==> run_1/io_fan.png <==
Scale: 2 px per um.
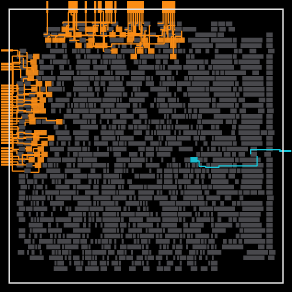
==> run_1/congestion.png <==
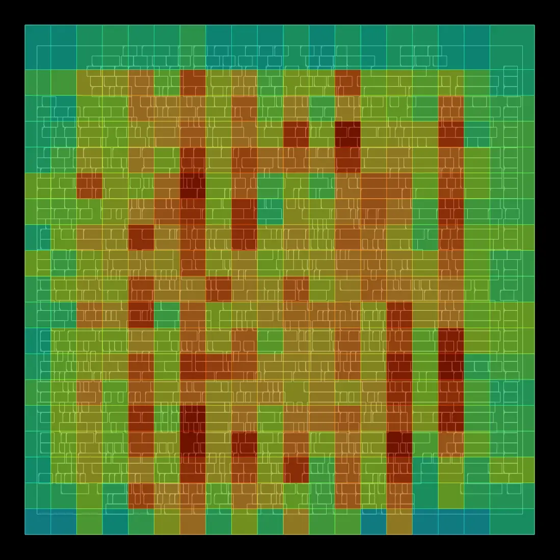
==> run_1/layer_met4.png <==
Scale: 3 px per um. Supply wires on this layer in gray.
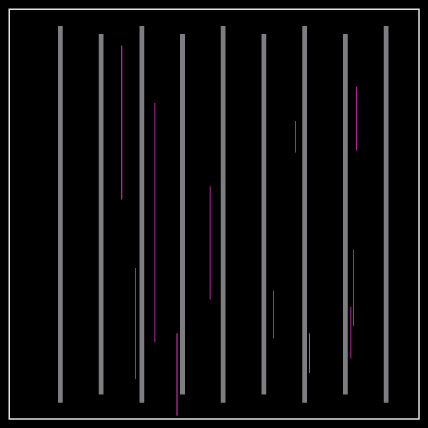
$ cat src/rtl/multiword_serial_adder_pkg.sv
// Shared types and sizing helpers for the multi-word serial adder.
// The FSM state encoding and the chunk-index width rule live here.
package multiword_serial_adder_pkg;

    typedef enum logic [1:0] {
        IDLE = 2'd0,
        ADD  = 2'd1,
        DONE = 2'd2
    } state_t;

    localparam int N_DEFAULT      = 16;
    localparam int CHUNKS_DEFAULT = 4;
    localparam int W_DEFAULT      = N_DEFAULT * CHUNKS_DEFAULT;

    // A single-chunk adder still needs a one-bit index register.
    function automatic int idx_width(input int chunks);
        return (chunks > 1) ? $clog2(chunks) : 1;
    endfunction

endpackage

$ cat src/rtl/top_carry_skip_adder.sv
// N-bit carry-skip adder: 4-bit ripple blocks, each with a skip mux that forwards
// the block carry-in when every bit of the block propagates.
module top_carry_skip_adder #(
    parameter int N = 16
) (
    input  logic         rst,
    input  logic [N-1:0] a,
    input  logic [N-1:0] b,
    input  logic         cin,
    output logic [N-1:0] sum,
    output logic         cout
);
    localparam int NB = N / 4;

    logic [N-1:0] p;
    logic [N-1:0] g;
    logic [N-1:0] raw_sum;
    logic [NB:0]  block_carry;

    assign p = a ^ b;
    assign g = a & b;
    assign block_carry[0] = cin;

    genvar gi;
    generate
        for (gi = 0; gi < NB; gi++) begin : g_block
            logic [4:0] rc;
            assign rc[0] = block_carry[gi];
            genvar gj;
            for (gj = 0; gj < 4; gj++) begin : g_bit
                assign raw_sum[gi*4+gj] = p[gi*4+gj] ^ rc[gj];
                assign rc[gj+1] = g[gi*4+gj] | (p[gi*4+gj] & rc[gj]);
            end
            // Skip path: a fully propagating block passes its carry-in straight through.
            assign block_carry[gi+1] = (&p[gi*4 +: 4]) ? block_carry[gi] : rc[4];
        end
    endgenerate

    assign sum  = rst ? '0 : raw_sum;
    assign cout = rst ? 1'b0 : block_carry[NB];

endmodule

$ cat src/rtl/multiword_serial_adder.sv
// Wide adder/subtractor that streams one N-bit chunk per cycle, LSB first, through
// a single carry-skip slice, keeping the inter-chunk carry in a flop.
module multiword_serial_adder
    import multiword_serial_adder_pkg::*;
#(
    parameter int N      = 16,
    parameter int CHUNKS = 4
) (
    input  logic                clk,
    input  logic                rst,
    input  logic                in_valid,
    output logic                in_ready,
    input  logic [N*CHUNKS-1:0] in_a,
    input  logic [N*CHUNKS-1:0] in_b,
    input  logic                in_cin,
    input  logic                in_sub,
    output logic                out_valid,
    input  logic                out_ready,
    output logic [N*CHUNKS-1:0] out_sum,
    output logic                out_cout,
    output logic                busy
);
    localparam int W  = N * CHUNKS;
    localparam int IW = idx_width(CHUNKS);
    localparam logic [IW-1:0] LAST_IDX = IW'(CHUNKS - 1);

    state_t        state_reg;
    logic          in_ready_reg;
    logic          out_valid_reg;
    logic          busy_reg;
    logic [W-1:0]  a_reg;
    logic [W-1:0]  b_reg;
    logic          carry_reg;
    logic [IW-1:0] idx_reg;
    logic [N-1:0]  result_reg [CHUNKS];

    logic [N-1:0]  a_words [CHUNKS];
    logic [N-1:0]  b_words [CHUNKS];
    logic [N-1:0]  slice_sum;
    logic          slice_cout;

    genvar gi;
    generate
        for (gi = 0; gi < CHUNKS; gi++) begin : g_words
            assign a_words[gi]          = a_reg[gi*N +: N];
            assign b_words[gi]          = b_reg[gi*N +: N];
            assign out_sum[gi*N +: N]   = result_reg[gi];
        end
    endgenerate

    top_carry_skip_adder #(.N(N)) u_chunk_adder (
        .rst  (1'b0),
        .a    (a_words[idx_reg]),
        .b    (b_words[idx_reg]),
        .cin  (carry_reg),
        .sum  (slice_sum),
        .cout (slice_cout)
    );

    always_ff @(posedge clk) begin
        if (rst) begin
            state_reg     <= IDLE;
            in_ready_reg  <= 1'b1;
            out_valid_reg <= 1'b0;
            busy_reg      <= 1'b0;
            a_reg         <= '0;
            b_reg         <= '0;
            carry_reg     <= 1'b0;
            idx_reg       <= '0;
            for (int i = 0; i < CHUNKS; i++) result_reg[i] <= '0;
        end else begin
            case (state_reg)
                IDLE: begin
                    if (in_valid) begin
                        // Subtraction is A + ~B + 1; the inversion is done once at latch time.
                        a_reg        <= in_a;
                        b_reg        <= in_sub ? ~in_b : in_b;
                        carry_reg    <= in_sub | in_cin;
                        idx_reg      <= '0;
                        for (int i = 0; i < CHUNKS; i++) result_reg[i] <= '0;
                        state_reg    <= ADD;
                        in_ready_reg <= 1'b0;
                        busy_reg     <= 1'b1;
                    end
                end
                ADD: begin
                    result_reg[idx_reg] <= slice_sum;
                    carry_reg           <= slice_cout;
                    if (idx_reg == LAST_IDX) begin
                        idx_reg       <= '0;
                        state_reg     <= DONE;
                        out_valid_reg <= 1'b1;
                    end else begin
                        idx_reg <= idx_reg + 1'b1;
                    end
                end
                DONE: begin
                    if (out_ready) begin
                        state_reg     <= IDLE;
                        out_valid_reg <= 1'b0;
                        busy_reg      <= 1'b0;
                        in_ready_reg  <= 1'b1;
                    end
                end
                default: begin
                    state_reg     <= IDLE;
                    in_ready_reg  <= 1'b1;
                    out_valid_reg <= 1'b0;
                    busy_reg      <= 1'b0;
                end
            endcase
        end
    end

    assign in_ready  = in_ready_reg;
    assign out_valid = out_valid_reg;
    assign busy      = busy_reg;
    assign out_cout  = out_valid_reg ? carry_reg : 1'b0;

endmodule

$ cat config.mk
export PLATFORM = sky130hd
export DESIGN_NAME = multiword_serial_adder
export DESIGN_NICKNAME = d
export VERILOG_FILES = /design/src/rtl/multiword_serial_adder_pkg.sv /design/src/rtl/top_carry_skip_adder.sv /design/src/rtl/multiword_serial_adder.sv
export SDC_FILE = /design/constraint.sdc
export NUM_CORES = 1
export LEC_CHECK = 0
export CORE_MARGIN = 3
export CORE_UTILIZATION = 55
export DETAILED_ROUTE_END_ITERATION = 7
export GPL_ROUTABILITY_DRIVEN = 0
export PLACE_DENSITY_LB_ADDON = 0.12
export SLEW_MARGIN = 20
export SYNTH_ARGS = -nofsm -noshare
export SYNTH_HDL_FRONTEND = slang
export SYNTH_HIERARCHICAL = 1
export SYNTH_SLANG_ARGS = --single-unit
$ cat constraint.sdc
create_clock -name clk -period 12.6 [get_ports clk]
set_input_delay 1.89 -clock clk [delete_from_list [all_inputs] [get_ports clk]]
set_output_delay 1.89 -clock clk [all_outputs]
set_load 0.01 [all_outputs]
==> results.txt, run 1 <==
yosys + openroad results -> status complete, no violations, Hold Crit Class flip-flop to flip-flop, Top Consumer registers, final setup vio count 0, fill cell count 1,255, setup ws final 3.60 ns, Layout Nets 1,215, unrepaired setup endpoints after global routing false, clock group power 0.537 mW, largest net degree at the start of global routing 119, drt first pass iters 5, Cell Pwr Density 129 mW/mm^2, Synth Flop Type dfxtp_1, most frequent cell after synthesis dfxtp_1, vias per cell 5.33, setup tns final 0 ns, RR Startpoint idx_reg[0], Setup crit end carry_reg, Late-Pin Clk Latency 0.44 ns, final instance count without filler cells 1,274, VDD IR max 0.0869 mV, clk sinks 200, crit-path max FO 26, seq pwr 0.738 mW, WL met1 9.25 mm, register-to-register setup slack 3.60 ns, share of power burned in registers 48.1%, Die Area 0.0185 sq mm, Num CTS Buffers 17, met1 usage 31.4%, CTS H-Tree Depth 4
Notes on io_fan.png above:
legend:
  cyan:
    port: `in_cin`
    bits: 1
    direction: input
    edge: right
    end_cells: 1
    wire: 57.4 um
  orange:
    port: `in_b`
    bits: 64
    direction: input
    edge: 33 left, 31 top
    end_cells: 64
    wire: 1,200 um
num ports: 202
PortBufs: 201

Notes on congestion.png above:
met2 Usage GRT: 41.0%
fin util: 73.2%
grt peak-use layer: met2

Notes on layer_met4.png above:
nets with wire on the layer: 9
main direction: vertical
longest straight run: 79.6 um
share of all routed wire: 1.5%
via count: 6,794
detailed-route wire length: 21.9 mm

-- run 1: area by class of cell --
class / instances / area (sq um) / share of cell area (%)
Sequential cell: 200 / 4650 / 39.1
Multi-Input combinational cell: 582 / 4180 / 35.2
Timing Repair Buffer: 208 / 2060 / 17.3
Clock buffer: 22 / 519 / 4.37
Tap cell: 216 / 270 / 2.27
Inverter: 36 / 135 / 1.14
Clock inverter: 10 / 77.6 / 0.653
-- run 1: kinds of logic (layout without fill, tap and decap cells) --
kind of cell    count (synthesis)  in the layout  share of synthesized area [%]
buf+inv                       111            276                           5.24
simple gates                  298            298                           14.5
xor+xnor                       64             64                           6.02
mux                            32             32                           7.74
fa+ha+maj                      36             36                           6.13
flops                         200            200                           49.9
compound gates                151            151                           10.4
other cells                     1              1                         0.0403
## Run 2: what changed since run 1
--- a/config.mk
+++ b/config.mk
@@ -6,7 +6,7 @@
 export NUM_CORES = 1
 export LEC_CHECK = 0
 export CORE_MARGIN = 3
-export CORE_UTILIZATION = 55
+export CORE_UTILIZATION = 51
 export DETAILED_ROUTE_END_ITERATION = 7
 export GPL_ROUTABILITY_DRIVEN = 0
 export PLACE_DENSITY_LB_ADDON = 0.12
==> constraint.sdc (replaced) <==
create_clock -name clk -period 8.81 [get_ports clk]
set_input_delay 1.3215 -clock clk [delete_from_list [all_inputs] [get_ports clk]]
set_output_delay 1.3215 -clock clk [all_outputs]
set_load 0.01 [all_outputs]
==> results.txt, run 2 <==
yosys + openroad results -> Flops 200 (unchanged), clock buffers 19 (-14%), setup tns final 0 ns (unchanged), Layout Nets 1,219 (+0.33%), CTS H-Tree Depth 4 (unchanged), PortBufs 201 (unchanged), XOR Share, Synth 6.02% (unchanged), drt first pass iters 5 (unchanged), seq pwr 1.05 mW (+42%), via count 6,957 (+2.4%), Die Area 0.0199 sq mm (+7.5%), largest net degree at the start of global routing 108 (-9.2%), met1 usage 30.9% (-0.57 points), clock group power 0.789 mW (+47%), clk sinks 200 (unchanged), most frequent cell after synthesis dfxtp_1, clock-cell share of area 4.99% (-0.028 points), FF/Latch Area 0.00465 sq mm (about the same), final setup vio count 0 (unchanged), fill cell count 1,394 (+11%), non-clock inverter count in the final layout 36 (unchanged), Synth Flop Type dfxtp_1, detailed-route wire length 22.6 mm (+2.9%), multi-input gates 582 (unchanged), share of power burned in registers 47.5% (-0.6 points), Num CTS Buffers 17 (unchanged), crit-path max FO 10 (-62%), status complete, no violations, largest cell class by area sequential cells, Compound Share, Synth 10.4% (unchanged)
[run 2: worst min path at each step]
stage / cells after the start / endpoint
after floorplan: 2 / a_reg[16]
after global placement: 2 / a_reg[21]
after detailed placement: 2 / a_reg[61]
after CTS: 2 / a_reg[61]
after global routing: 2 / a_reg[18]
final: 2 / a_reg[38]
[run 2: logic make-up after synthesis]
logic type	count (synthesis)
muxes	32
and+or+nand+nor	298
adders and majority gates	36
buffers and inverters	111
DFF	200
AOI/OAI and AO/OA	151
other	1
xor gates and xnor gates	64
[run 2: through the flow]
stage / hold slack, ns / setup WS (ns)
after floorplan: 0.433 / 0.513
after global placement: 0.441 / 0.626
after detailed placement: 0.446 / 0.442
after CTS: 0.455 / 0.404
after global routing: 0.475 / 0.00145
final: 0.454 / 0.346
==> run_2/congestion.png <==
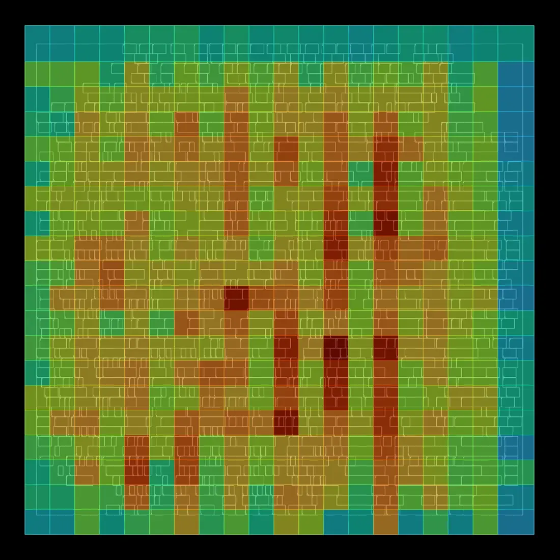
fin util: 67.8%
met3 global-route usage: 5.50%
GRT Resource Usage Total: 22.7%
met2 Usage GRT: 36.0%

==> run_2/io_fan.png <==
Scale: 2 px per um.
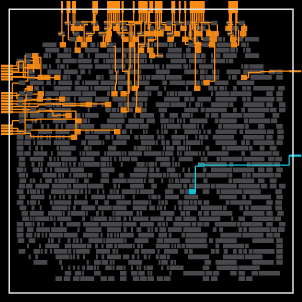
legend:
  cyan:
    port: `in_cin`
    bits: 1
    direction: input
    edge: right
    end_cells: 1
    wire: 69.4 um
  orange:
    port: `in_b`
    bits: 64
    direction: input
    edge: 45 top, 18 left, 1 right
    end_cells: 64
    wire: 1,490 um

==> run_2/cell_density.png <==
Scale: 3 px per um. 14 x 14 tiles, from dark blue (low) to red (high), 0 to 100% covered.
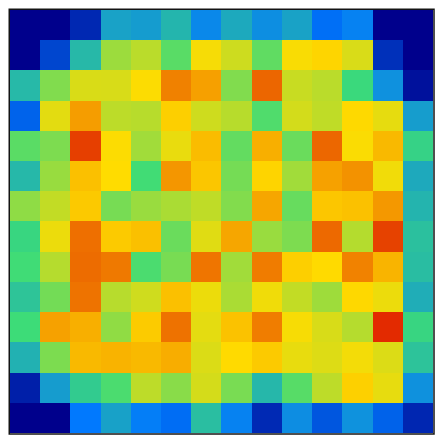
nearly empty tiles: 4.1%
mean over tiles: 59%
fullest tile: 95%
tiles over 75% full: 28%
core area: 0.0176 sq mm
FP Util: 52.9%

Power and IR drop assume default switching activity.
